==> images/final_placement.png <==
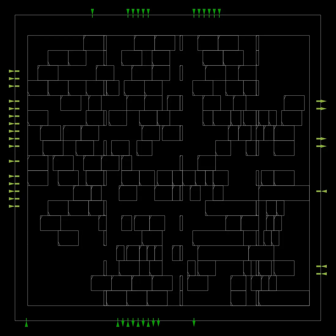
==> images/metal_stack.png <==
Drawn at 6 px/um. Only two layers are drawn.
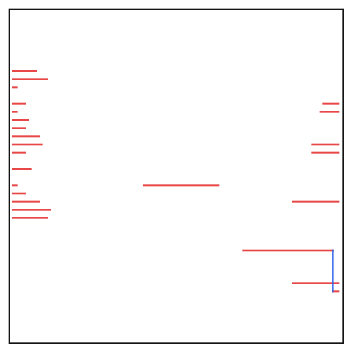
==> images/met3.png <==
Drawn at 4 px/um. Cells faint in the background.
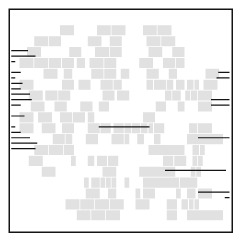
===== src/rtl/hazard_ctrl_pkg.sv =====
// Shared definitions for the PA-RISC pipeline sequencing controller.
//   fwd_t   : operand source select encodings (RF / EX / MEM / WB)
//   state_t : sequencing FSM states (RUN / MEM_WAIT)
//   REG_ZERO: hard-wired zero register GR0, which never forwards or hazards
package pa_risc_pkg;

    typedef enum logic [1:0] {
        FWD_RF  = 2'b00,
        FWD_EX  = 2'b01,
        FWD_MEM = 2'b10,
        FWD_WB  = 2'b11
    } fwd_t;

    typedef enum logic {
        ST_RUN      = 1'b0,
        ST_MEM_WAIT = 1'b1
    } state_t;

    localparam logic [4:0] REG_ZERO = 5'd0;

endpackage


===== src/rtl/hazard_ctrl_if.sv =====
// Pipeline hazard bus between the datapath stages and hazard_ctrl.
//   Inputs to the controller : ID source regs/uses, EX/MEM/WB destination
//                              regs and write enables, EX load flag, MEM RAM
//                              request, EX branch taken and nullify bit.
//   Outputs of the controller: forwarding selects, PC / IF/ID / pipe load
//                              enables, IF/ID clear, ID NOP insert, TA select.
//   master: the pipeline side (drives stage info, consumes controls)
//   slave : the controller side
interface hazard_ctrl_if;
    logic [4:0] id_rs1;
    logic [4:0] id_rs2;
    logic       id_rs1_used;
    logic       id_rs2_used;
    logic [4:0] ex_rd;
    logic       ex_rf_le;
    logic       ex_l;
    logic [4:0] mem_rd;
    logic       mem_rf_le;
    logic [4:0] wb_rd;
    logic       wb_rf_le;
    logic       mem_req;
    logic       ex_br_taken;
    logic       ex_nullify;
    logic [1:0] fwd_a;
    logic [1:0] fwd_b;
    logic       pc_le;
    logic       ifid_le;
    logic       ifid_clr;
    logic       id_nop;
    logic       pipe_le;
    logic       pc_sel_ta;

    modport master (
        output id_rs1, id_rs2, id_rs1_used, id_rs2_used,
               ex_rd, ex_rf_le, ex_l, mem_rd, mem_rf_le, wb_rd, wb_rf_le,
               mem_req, ex_br_taken, ex_nullify,
        input  fwd_a, fwd_b, pc_le, ifid_le, ifid_clr, id_nop, pipe_le, pc_sel_ta
    );

    modport slave (
        input  id_rs1, id_rs2, id_rs1_used, id_rs2_used,
               ex_rd, ex_rf_le, ex_l, mem_rd, mem_rf_le, wb_rd, wb_rf_le,
               mem_req, ex_br_taken, ex_nullify,
        output fwd_a, fwd_b, pc_le, ifid_le, ifid_clr, id_nop, pipe_le, pc_sel_ta
    );
endinterface


===== src/rtl/hazard_ctrl_fwd_sel.sv =====
// Operand forwarding select for one ID source operand.
//   rs, rs_used        : ID source register and whether it is read
//   ex_/mem_/wb_ rd/le : destination register and RF write enable per stage
//   ex_l               : EX holds a load (its data is not ready in EX)
//   sel                : 00 RF, 01 EX ALU_Out, 10 MEM result, 11 WB PD
module fwd_sel
    import pa_risc_pkg::*;
(
    input  logic [4:0] rs,
    input  logic       rs_used,
    input  logic [4:0] ex_rd,
    input  logic       ex_rf_le,
    input  logic       ex_l,
    input  logic [4:0] mem_rd,
    input  logic       mem_rf_le,
    input  logic [4:0] wb_rd,
    input  logic       wb_rf_le,
    output logic [1:0] sel
);
    // Youngest producer wins; GR0 is never forwarded.
    always_comb begin
        sel = FWD_RF;
        if (rs_used && rs != REG_ZERO) begin
            if (ex_rf_le && !ex_l && ex_rd == rs)
                sel = FWD_EX;
            else if (mem_rf_le && mem_rd == rs)
                sel = FWD_MEM;
            else if (wb_rf_le && wb_rd == rs)
                sel = FWD_WB;
        end
    end
endmodule


===== src/rtl/hazard_ctrl.sv =====
// Pipeline sequencing controller for the 5-stage PA-RISC core.
//   clk, reset : rising-edge clock, asynchronous active-low reset
//   hif        : hazard bus (slave side), see hazard_ctrl_if
//   MEM_LAT    : data-RAM latency (1..15); a RAM access freezes MEM_LAT-1 cycles
//   CNT_W      : performance counter width
// Optional macro HAZARD_PERF_CNT_EN adds saturating counters
//   stall_cnt (load-use bubbles), freeze_cnt (frozen cycles),
//   flush_cnt (taken branches acted on).
module hazard_ctrl
    import pa_risc_pkg::*;
#(
    parameter int unsigned MEM_LAT = 1,
    parameter int unsigned CNT_W   = 16
) (
    input  logic         clk,
    input  logic         reset,
    hazard_ctrl_if.slave hif
`ifdef HAZARD_PERF_CNT_EN
    ,
    output logic [CNT_W-1:0] stall_cnt,
    output logic [CNT_W-1:0] freeze_cnt,
    output logic [CNT_W-1:0] flush_cnt
`endif
);
    localparam bit         HAS_WAIT  = (MEM_LAT > 1);
    localparam logic [3:0] WAIT_INIT = HAS_WAIT ? 4'(MEM_LAT - 2) : 4'd0;

    state_t     state, state_nxt;
    logic [3:0] cnt, cnt_nxt;
    logic       freeze;
    logic       load_use;
    logic [1:0] fwd_a_w, fwd_b_w;

    fwd_sel u_fwd_a (
        .rs        (hif.id_rs1),
        .rs_used   (hif.id_rs1_used),
        .ex_rd     (hif.ex_rd),
        .ex_rf_le  (hif.ex_rf_le),
        .ex_l      (hif.ex_l),
        .mem_rd    (hif.mem_rd),
        .mem_rf_le (hif.mem_rf_le),
        .wb_rd     (hif.wb_rd),
        .wb_rf_le  (hif.wb_rf_le),
        .sel       (fwd_a_w)
    );

    fwd_sel u_fwd_b (
        .rs        (hif.id_rs2),
        .rs_used   (hif.id_rs2_used),
        .ex_rd     (hif.ex_rd),
        .ex_rf_le  (hif.ex_rf_le),
        .ex_l      (hif.ex_l),
        .mem_rd    (hif.mem_rd),
        .mem_rf_le (hif.mem_rf_le),
        .wb_rd     (hif.wb_rd),
        .wb_rf_le  (hif.wb_rf_le),
        .sel       (fwd_b_w)
    );

    always_ff @(posedge clk or negedge reset) begin
        if (!reset) begin
            state <= ST_RUN;
            cnt   <= '0;
        end else begin
            state <= state_nxt;
            cnt   <= cnt_nxt;
        end
    end

    // The first frozen cycle comes combinationally from RUN. MEM_WAIT freezes
    // while the counter is non-zero; its counter==0 cycle is the release cycle:
    // the pipeline advances, pending branch/load-use is acted on, and the
    // still-asserted mem_req of the finishing access is not re-sampled.
    always_comb begin
        state_nxt = state;
        cnt_nxt   = cnt;
        freeze    = 1'b0;
        unique case (state)
            ST_RUN: begin
                if (hif.mem_req && HAS_WAIT) begin
                    freeze    = 1'b1;
                    state_nxt = ST_MEM_WAIT;
                    cnt_nxt   = WAIT_INIT;
                end
            end
            ST_MEM_WAIT: begin
                if (cnt == '0) begin
                    state_nxt = ST_RUN;
                end else begin
                    freeze  = 1'b1;
                    cnt_nxt = cnt - 4'd1;
                end
            end
            default: state_nxt = ST_RUN;
        endcase
    end

    assign load_use = hif.ex_l && hif.ex_rf_le && (hif.ex_rd != REG_ZERO) &&
                      ((hif.id_rs1_used && hif.id_rs1 == hif.ex_rd) ||
                       (hif.id_rs2_used && hif.id_rs2 == hif.ex_rd));

    // Priority: memory freeze > taken branch > load-use bubble.
    always_comb begin
        hif.fwd_a     = FWD_RF;
        hif.fwd_b     = FWD_RF;
        hif.pc_le     = 1'b1;
        hif.ifid_le   = 1'b1;
        hif.pipe_le   = 1'b1;
        hif.ifid_clr  = 1'b0;
        hif.id_nop    = 1'b0;
        hif.pc_sel_ta = 1'b0;
        if (reset) begin
            hif.fwd_a = fwd_a_w;
            hif.fwd_b = fwd_b_w;
            if (freeze) begin
                hif.pc_le   = 1'b0;
                hif.ifid_le = 1'b0;
                hif.pipe_le = 1'b0;
            end else if (hif.ex_br_taken) begin
                hif.pc_sel_ta = 1'b1;
                hif.ifid_clr  = 1'b1;
                hif.id_nop    = hif.ex_nullify;
            end else if (load_use) begin
                hif.pc_le   = 1'b0;
                hif.ifid_le = 1'b0;
                hif.id_nop  = 1'b1;
            end
        end
    end

`ifdef HAZARD_PERF_CNT_EN
    logic stall_ev, flush_ev;
    assign flush_ev = !freeze && hif.ex_br_taken;
    assign stall_ev = !freeze && !hif.ex_br_taken && load_use;

    always_ff @(posedge clk or negedge reset) begin
        if (!reset) begin
            stall_cnt  <= '0;
            freeze_cnt <= '0;
            flush_cnt  <= '0;
        end else begin
            if (stall_ev && stall_cnt != '1)
                stall_cnt <= stall_cnt + 1'b1;
            if (freeze && freeze_cnt != '1)
                freeze_cnt <= freeze_cnt + 1'b1;
            if (flush_ev && flush_cnt != '1)
                flush_cnt <= flush_cnt + 1'b1;
        end
    end
`endif

endmodule


===== src/flat_wrapper.sv =====
// flat-port wrapper written by rule: the top's interface ports become plain ports
module hazard_ctrl_flat import pa_risc_pkg::*;
#(
    parameter int unsigned MEM_LAT = 1,
    parameter int unsigned CNT_W   = 16
)
  (clk, reset, hif_id_rs1, hif_id_rs2, hif_id_rs1_used, hif_id_rs2_used, hif_ex_rd, hif_ex_rf_le, hif_ex_l, hif_mem_rd, hif_mem_rf_le, hif_wb_rd, hif_wb_rf_le, hif_mem_req, hif_ex_br_taken, hif_ex_nullify, hif_fwd_a, hif_fwd_b, hif_pc_le, hif_ifid_le, hif_ifid_clr, hif_id_nop, hif_pipe_le, hif_pc_sel_ta);
  hazard_ctrl_if hif_i ();
  input  logic clk;
  input  logic reset;
  input wire logic [$bits(hif_i.id_rs1)-1:0] hif_id_rs1;
  input wire logic [$bits(hif_i.id_rs2)-1:0] hif_id_rs2;
  input wire logic [$bits(hif_i.id_rs1_used)-1:0] hif_id_rs1_used;
  input wire logic [$bits(hif_i.id_rs2_used)-1:0] hif_id_rs2_used;
  input wire logic [$bits(hif_i.ex_rd)-1:0] hif_ex_rd;
  input wire logic [$bits(hif_i.ex_rf_le)-1:0] hif_ex_rf_le;
  input wire logic [$bits(hif_i.ex_l)-1:0] hif_ex_l;
  input wire logic [$bits(hif_i.mem_rd)-1:0] hif_mem_rd;
  input wire logic [$bits(hif_i.mem_rf_le)-1:0] hif_mem_rf_le;
  input wire logic [$bits(hif_i.wb_rd)-1:0] hif_wb_rd;
  input wire logic [$bits(hif_i.wb_rf_le)-1:0] hif_wb_rf_le;
  input wire logic [$bits(hif_i.mem_req)-1:0] hif_mem_req;
  input wire logic [$bits(hif_i.ex_br_taken)-1:0] hif_ex_br_taken;
  input wire logic [$bits(hif_i.ex_nullify)-1:0] hif_ex_nullify;
  output wire logic [$bits(hif_i.fwd_a)-1:0] hif_fwd_a;
  output wire logic [$bits(hif_i.fwd_b)-1:0] hif_fwd_b;
  output wire logic [$bits(hif_i.pc_le)-1:0] hif_pc_le;
  output wire logic [$bits(hif_i.ifid_le)-1:0] hif_ifid_le;
  output wire logic [$bits(hif_i.ifid_clr)-1:0] hif_ifid_clr;
  output wire logic [$bits(hif_i.id_nop)-1:0] hif_id_nop;
  output wire logic [$bits(hif_i.pipe_le)-1:0] hif_pipe_le;
  output wire logic [$bits(hif_i.pc_sel_ta)-1:0] hif_pc_sel_ta;
  assign hif_i.id_rs1 = hif_id_rs1;
  assign hif_i.id_rs2 = hif_id_rs2;
  assign hif_i.id_rs1_used = hif_id_rs1_used;
  assign hif_i.id_rs2_used = hif_id_rs2_used;
  assign hif_i.ex_rd = hif_ex_rd;
  assign hif_i.ex_rf_le = hif_ex_rf_le;
  assign hif_i.ex_l = hif_ex_l;
  assign hif_i.mem_rd = hif_mem_rd;
  assign hif_i.mem_rf_le = hif_mem_rf_le;
  assign hif_i.wb_rd = hif_wb_rd;
  assign hif_i.wb_rf_le = hif_wb_rf_le;
  assign hif_i.mem_req = hif_mem_req;
  assign hif_i.ex_br_taken = hif_ex_br_taken;
  assign hif_i.ex_nullify = hif_ex_nullify;
  assign hif_fwd_a = hif_i.fwd_a;
  assign hif_fwd_b = hif_i.fwd_b;
  assign hif_pc_le = hif_i.pc_le;
  assign hif_ifid_le = hif_i.ifid_le;
  assign hif_ifid_clr = hif_i.ifid_clr;
  assign hif_id_nop = hif_i.id_nop;
  assign hif_pipe_le = hif_i.pipe_le;
  assign hif_pc_sel_ta = hif_i.pc_sel_ta;
  hazard_ctrl #(.MEM_LAT(MEM_LAT), .CNT_W(CNT_W)) u_core (.clk(clk), .reset(reset), .hif(hif_i));
endmodule

===== config.mk =====
export PLATFORM = sky130hd
export DESIGN_NAME = hazard_ctrl_flat
export DESIGN_NICKNAME = d
export VERILOG_FILES = /design/src/rtl/hazard_ctrl_pkg.sv /design/src/rtl/hazard_ctrl_if.sv /design/src/rtl/hazard_ctrl_fwd_sel.sv /design/src/rtl/hazard_ctrl.sv /design/src/flat_wrapper.sv
export SDC_FILE = /design/constraint.sdc
export NUM_CORES = 1
export LEC_CHECK = 0
export ABC_CLOCK_PERIOD_IN_PS = 4000
export CELL_PAD_IN_SITES_DETAIL_PLACEMENT = 0
export CELL_PAD_IN_SITES_GLOBAL_PLACEMENT = 1
export CORE_MARGIN = 2
export CORE_UTILIZATION = 27
export CTS_BUF_LIST = sky130_fd_sc_hd__clkbuf_4
export DETAILED_ROUTE_END_ITERATION = 10
export PLACE_DENSITY_LB_ADDON = 0.1
export REMOVE_ABC_BUFFERS = 1
export SLEW_MARGIN = 20
export SYNTH_ARGS = -nofsm -noshare
export SYNTH_HDL_FRONTEND = slang
export SYNTH_SLANG_ARGS = --single-unit

===== constraint.sdc =====
create_clock -name clk -period 4 [get_ports clk]
set_input_delay 0.6 -clock clk [delete_from_list [all_inputs] [get_ports clk]]
set_output_delay 0.6 -clock clk [all_outputs]
set_load 0.03 [all_outputs]

==> run notes <==
fresh numbers from the pnr run: post-synthesis cell area 713 um2, Synth top cell by count xor2_1, Detailed Routing Iterations Pass 1 4, post-route setup slack 0.595 ns, first-pass GRT wire length 3240 um, period utilisation layout 0.851, CP endpoint kind primary output, die area 0.00307 mm2, yosys adder share 0.0175, Sink Count 5, Unique cell types 21, Clock power frac 0.309, GRT overflow 0, Dominant combinational family XOR/XNOR gates, Root Buffer clkbuf_4, area share, top type 0.209, Max clock buf depth 2, row count 18, Num CTS Buffers 3, Sw Pwr 0.0591 mW, fillers 261, Power Internal 0.148 mW, Flops after synth 5, XOR Share, Synth 0.393, Peak VDD IR 0.160 mV, Core Util at FP 0.285, io pins 46, Pleak 0.472 nW, most frequent logic cell in the layout clkdlybuf4s50_1, # setup viols final 0, CP arrival 2.81 ns, Comb power frac 0.446, gpl congestion 0.764, EDFF count, synth 0, number of global-route vias before repair 759, instance area after placement 0.00118 mm2, Seq share, synth 0.175, HPWL after DPL 1810 um, status finished clean, fraction of layout cells with a size suffix above 1 0.0286, # resized after CTS 0, clock skew 0.00123 ns, Remaining DRCs 0, Post-Synth AOI/OAI Area 0.0789
Back to the opening pictures, final_placement.png:
Seq area share: 0.104
final core occ: 0.482

Back to the opening pictures, metal_stack.png:
colour	layer	wire length
red	met3	109 um
blue	met4	6.80 um
DR vias: 788
routed length per instance: 12.1 um
gr usage total: 0.128
Post-Route WL: 2060 um

Back to the opening pictures, met3.png:
nets with wire on the layer	24
wire length on this layer	109 um
M3 GR Usage: 0.0187

[final timing paths]
check | start | to | slack [ns] | depth (start not counted)
max | hif_id_rs2[3] | hif_fwd_b[1] | 0.59 | 7
min | u_core.cnt[3] | u_core.cnt[3] | 0.50 | 1
max reg2reg | u_core.cnt[0] | u_core.cnt[3] | 2.66 | 6
min reg2reg | u_core.cnt[3] | u_core.cnt[3] | 0.50 | 1
max in group asynchronous | reset | u_core.cnt[0] | 3.04 | 1
min in group asynchronous | reset | u_core.state | 0.67 | 1
[flip-flops by register name, indices dropped and copies added, names as in the netlist]
signal,count
u_core.cnt,4
u_core.state,1
[per-stage QoR]
stage	instances	total power [mW]	hold WS [ns]
6_report	170	0.207	0.501
4_1_cts	170	0.212	0.502
3_3_place_gp	166	0.144	0.484
3_5_place_dp	166	0.145	0.492
2_1_floorplan	92	0.0882	0.304
5_1_grt	170	0.221	0.510
[area by class of cell]
cell class                 instances  area, um2  share of cell area
timing repair buffer              44        440               0.365
multi-input combinational         84        562               0.466
sequential                         5        125               0.104
clock buffer                       4       30.0              0.0249
tap                               30       37.5              0.0311
inverter                           3       11.3             0.00934
[metal layers]
metal | up-vias | track usage
li1 | 413 | -
met1 | 348 | 0.180
met2 | 25 | 0.204
met3 | 2 | 0.0187
met4 | 0 | 0.0314
met5 | - | 0
[power groups by stage]
| stage | clock [mW] | combinational [mW] | sequential, mW |
|---|---|---|---|
| after floorplan | 0 | 0.0367 | 0.0515 |
| final | 0.0641 | 0.0924 | 0.0508 |
| after CTS | 0.0675 | 0.0933 | 0.0507 |
| after global routing | 0.0700 | 0.100 | 0.0507 |
| after global placement | 0 | 0.0923 | 0.0515 |
| after detailed placement | 0 | 0.0931 | 0.0515 |
No activity file was given, so power comes from the tool's default toggle rates.
